--- src/rtl/codec_config_sequencer.sv ---
// codec_config_sequencer
//   Walks a table of NUM_REGS 24-bit words {slave_addr, reg_addr, data} and
//   writes each one to the codec through i2c_controller. Each write is checked
//   for ACK. A NACK or a timeout causes a retry, up to MAX_RETRIES extra
//   attempts per entry. Completion or failure is reported to the audio subsystem.
//
// Ports
//   clk, rst        clock, asynchronous active-high reset
//   restart         1-cycle pulse, re-runs the table from entry 0 (DONE/FAIL only)
//   cfg_addr        table index being requested
//   cfg_data        table word for cfg_addr (combinational lookup)
//   transfer_start  level to i2c_controller, high for the whole frame
//   transfer_data   registered frame, stable while transfer_start=1
//   transfer_end    controller finished the frame (level)
//   transfer_ack_n  sticky NACK from the controller, valid with transfer_end
//   cfg_busy        sequence in progress
//   cfg_done        all entries ACKed (level)
//   cfg_error       an entry exhausted its retries (level)
//   err_index       index of the failing entry
//
// Optional feature (macro CODEC_CFG_USER_WRITE_EN)
//   Adds usr_req/usr_data/usr_ack/usr_nack. These allow a single write to be
//   issued from DONE. The write has no retries and returns to DONE.
module codec_config_sequencer #(
    parameter int NUM_REGS       = 11,
    parameter int MAX_RETRIES    = 3,
    parameter int STARTUP_CYCLES = 1_000_000,
    parameter int GAP_CYCLES     = 4,
    parameter int TIMEOUT_CYCLES = 4_000_000
) (
    input  logic        clk,
    input  logic        rst,
    input  logic        restart,
    output logic [7:0]  cfg_addr,
    input  logic [23:0] cfg_data,
    output logic        transfer_start,
    output logic [23:0] transfer_data,
    input  logic        transfer_end,
    input  logic        transfer_ack_n,
    output logic        cfg_busy,
    output logic        cfg_done,
    output logic        cfg_error,
    output logic [7:0]  err_index
`ifdef CODEC_CFG_USER_WRITE_EN
    ,
    input  logic        usr_req,
    input  logic [23:0] usr_data,
    output logic        usr_ack,
    output logic        usr_nack
`endif
);

    localparam int CNT_MAX0 = (STARTUP_CYCLES > TIMEOUT_CYCLES) ? STARTUP_CYCLES : TIMEOUT_CYCLES;
    localparam int CNT_MAX  = (CNT_MAX0 > GAP_CYCLES) ? CNT_MAX0 : GAP_CYCLES;
    localparam int CNT_W    = $clog2(CNT_MAX + 1);

    typedef enum logic [2:0] {
        ST_STARTUP, ST_GAP, ST_LOAD, ST_XFER, ST_CHECK, ST_DONE, ST_FAIL
    } state_t;

    state_t            state, next_state;
    logic [CNT_W-1:0]  cnt;
    logic [3:0]        retry_cnt;
    logic              nack_q;
`ifdef CODEC_CFG_USER_WRITE_EN
    logic              usr_mode;
`endif

    // The controller sees start high only in XFER and CHECK. Because this is a
    // pure decode of the async-reset state register, rst drops it immediately.
    assign transfer_start = (state == ST_XFER) || (state == ST_CHECK);

    always_comb begin
        next_state = state;
        case (state)
            ST_STARTUP: if (cnt == CNT_W'(STARTUP_CYCLES - 1)) next_state = ST_GAP;
            ST_GAP:     if (cnt == CNT_W'(GAP_CYCLES - 1))     next_state = ST_LOAD;
            ST_LOAD:    next_state = ST_XFER;
            ST_XFER:    if (transfer_end || cnt == CNT_W'(TIMEOUT_CYCLES - 1)) next_state = ST_CHECK;
            ST_CHECK: begin
`ifdef CODEC_CFG_USER_WRITE_EN
                if (usr_mode)
                    next_state = ST_DONE;
                else
`endif
                if (!nack_q)
                    next_state = (int'(cfg_addr) == NUM_REGS - 1) ? ST_DONE : ST_GAP;
                else if (int'(retry_cnt) < MAX_RETRIES)
                    next_state = ST_GAP;
                else
                    next_state = ST_FAIL;
            end
            ST_DONE: begin
                if (restart)
                    next_state = ST_GAP;
`ifdef CODEC_CFG_USER_WRITE_EN
                else if (usr_req)
                    next_state = ST_GAP;
`endif
            end
            ST_FAIL:    if (restart) next_state = ST_GAP;
            default:    next_state = ST_STARTUP;
        endcase
    end

    always_ff @(posedge clk or posedge rst) begin
        if (rst) begin
            state         <= ST_STARTUP;
            cnt           <= '0;
            retry_cnt     <= '0;
            nack_q        <= 1'b0;
            cfg_addr      <= '0;
            err_index     <= '0;
            transfer_data <= '0;
            cfg_busy      <= 1'b1;
            cfg_done      <= 1'b0;
            cfg_error     <= 1'b0;
`ifdef CODEC_CFG_USER_WRITE_EN
            usr_mode      <= 1'b0;
            usr_ack       <= 1'b0;
            usr_nack      <= 1'b0;
`endif
        end else begin
            state <= next_state;
            // One shared counter serves startup, gap and timeout. It restarts on every state change.
            cnt   <= (next_state != state) ? '0 : cnt + 1'b1;
`ifdef CODEC_CFG_USER_WRITE_EN
            usr_ack  <= 1'b0;
            usr_nack <= 1'b0;
`endif
            case (state)
                ST_LOAD: begin
`ifdef CODEC_CFG_USER_WRITE_EN
                    if (!usr_mode)
`endif
                    transfer_data <= cfg_data;
                end
                ST_XFER: begin
                    // Leaving without transfer_end means timeout, so it is treated as a NACK.
                    if (next_state == ST_CHECK)
                        nack_q <= transfer_ack_n | ~transfer_end;
                end
                ST_CHECK: begin
`ifdef CODEC_CFG_USER_WRITE_EN
                    if (usr_mode) begin
                        usr_mode <= 1'b0;
                        usr_ack  <= ~nack_q;
                        usr_nack <= nack_q;
                    end else
`endif
                    if (!nack_q) begin
                        retry_cnt <= '0;
                        if (int'(cfg_addr) == NUM_REGS - 1) begin
                            cfg_done <= 1'b1;
                            cfg_busy <= 1'b0;
                        end else begin
                            cfg_addr <= cfg_addr + 8'd1;
                        end
                    end else if (int'(retry_cnt) < MAX_RETRIES) begin
                        retry_cnt <= retry_cnt + 4'd1;
                    end else begin
                        err_index <= cfg_addr;
                        cfg_error <= 1'b1;
                        cfg_busy  <= 1'b0;
                    end
                end
                ST_DONE: begin
                    if (restart) begin
                        cfg_done  <= 1'b0;
                        cfg_addr  <= '0;
                        retry_cnt <= '0;
                        cfg_busy  <= 1'b1;
                    end
`ifdef CODEC_CFG_USER_WRITE_EN
                    else if (usr_req) begin
                        usr_mode      <= 1'b1;
                        transfer_data <= usr_data;
                    end
`endif
                end
                ST_FAIL: begin
                    if (restart) begin
                        cfg_error <= 1'b0;
                        cfg_addr  <= '0;
                        retry_cnt <= '0;
                        cfg_busy  <= 1'b1;
                    end
                end
                default: ;
            endcase
        end
    end

endmodule

--- config.mk ---
export PLATFORM = sky130hd
export DESIGN_NAME = codec_config_sequencer
export DESIGN_NICKNAME = d
export VERILOG_FILES = /design/src/rtl/codec_config_sequencer.sv
export SDC_FILE = /design/constraint.sdc
export NUM_CORES = 1
export LEC_CHECK = 0
export ABC_AREA = 1
export CAP_MARGIN = 5
export CORE_ASPECT_RATIO = 1.75
export CORE_MARGIN = 2
export CORE_UTILIZATION = 50
export DETAILED_ROUTE_END_ITERATION = 12
export PLACE_DENSITY = 0.78
export SYNTH_ARGS = -nofsm -noshare
export SYNTH_HDL_FRONTEND = slang
export SYNTH_SLANG_ARGS = --single-unit
--- constraint.sdc ---
create_clock -name clk -period 4.25 [get_ports clk]
set_input_delay 0.6375 -clock clk [delete_from_list [all_inputs] [get_ports clk]]
set_output_delay 0.6375 -clock clk [all_outputs]
set_load 0.1 [all_outputs]
Sequential cells grouped by signal name:
Drawn at 3 px/µm. Other sequential cells in the stronger grey, the rest of the logic in the fainter grey.
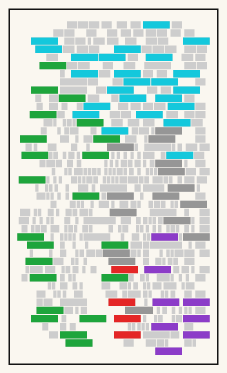
Green is cnt, flops 22. Purple is cfg_addr, flops 8, where lower right. Cyan is transfer_data, flops 24. Red is retry_cnt, flops 4, where bottom centre.
flop share of the area: 38.3%
sequential power: 0.719 mW
post-layout util: 66.5%

Layout detail:
Window x 22 to 47, y 23 to 48 µm. Cells in grey, sequential cells in the stronger grey; small squares are vias.
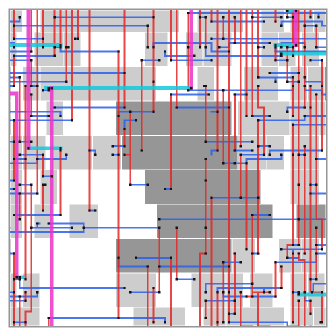
Cyan is met3. Blue is met1. Magenta is met4. Red is met2.
56 logic cells have their middle in the window. Most frequent: nand2_1 (11), nor2_1 (7). Sequential cells in the window: 5. Netlist names of flops here include cnt (2).

==> results_dict.tcl <==
# implementation run metrics
set metrics [dict create \
    avgSynthCellArea_um2 9.30 \
    dr.max_layer_used "met4" \
    antennaDiodeCount 0 \
    placed_cells 548 \
    finalSetupTns_ns 0 \
    async_flop_share_pct 100 \
    peakVddDrop_uv 354 \
    internal-power_mw 1.28 \
    outcome "finished, final reports clean" \
    core_um2 7180 \
    vias 2963 \
    crit_buf_inv 3 \
    crit_path_start_kind "flop" \
    grt.busiest_layer "met2" \
    drive_above_1_share_pct 17.4 \
    grt_max_degree 39 \
    netSwitchingFraction_pct 24.4 \
    ff_type "dfrtp_1" \
    r2r-end "cnt[21]" \
    cts_resized 0 \
    p_leak_nw 2.12 \
    comb_area_um2 1630 \
    clk_pin_slew_worst_paths_ns 0.06 \
    dpl.hpwl_mm 6.40 \
    design.seq.count 73 \
    drt-initial-drc-count 153 \
    seq_area_um2 1830 \
    postCtsSetupBuffers 0 \
    buffers 73 \
    min_path_type "reg2reg" \
    max_cap_viol_count 0 \
    fillers 630 \
    place_ws_ns 1.50 \
    dpl_cell_area_um2 4470 \
]
Track usage over the die:
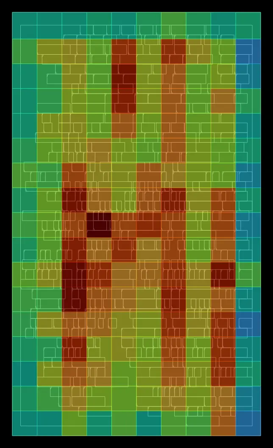
met3 Resource Use GR: 4.88%
M1 GR Usage: 22.1%

Ports around the boundary:
Drawn at 6 px/µm. Pins as bars across the die edge, other pins in grey.
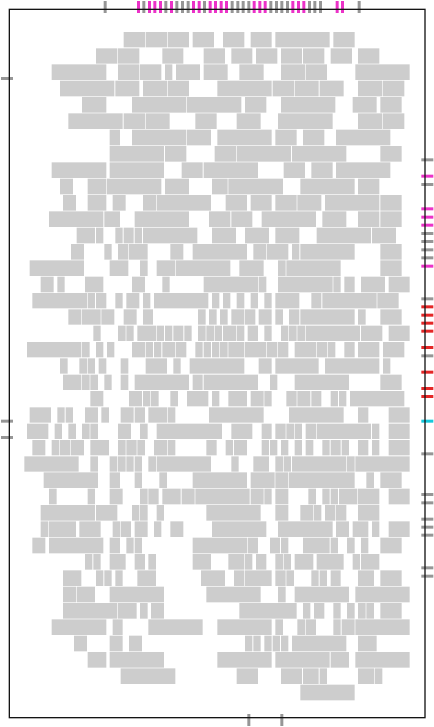
Cyan is transfer_start, pins 1, direction output, edge right. Red is err_index, pins 8, direction output, edge right. Magenta is cfg_data, pins 24, direction input, edge 19 top, 5 right.
All pins by edge: 38 top, 30 right, 3 left, 2 bottom.
die x size: 69.0 µm
Die Y: 118 µm
Port Buffer Count: 72

Power figures rest on the tool's default switching activity, not on a simulated workload.
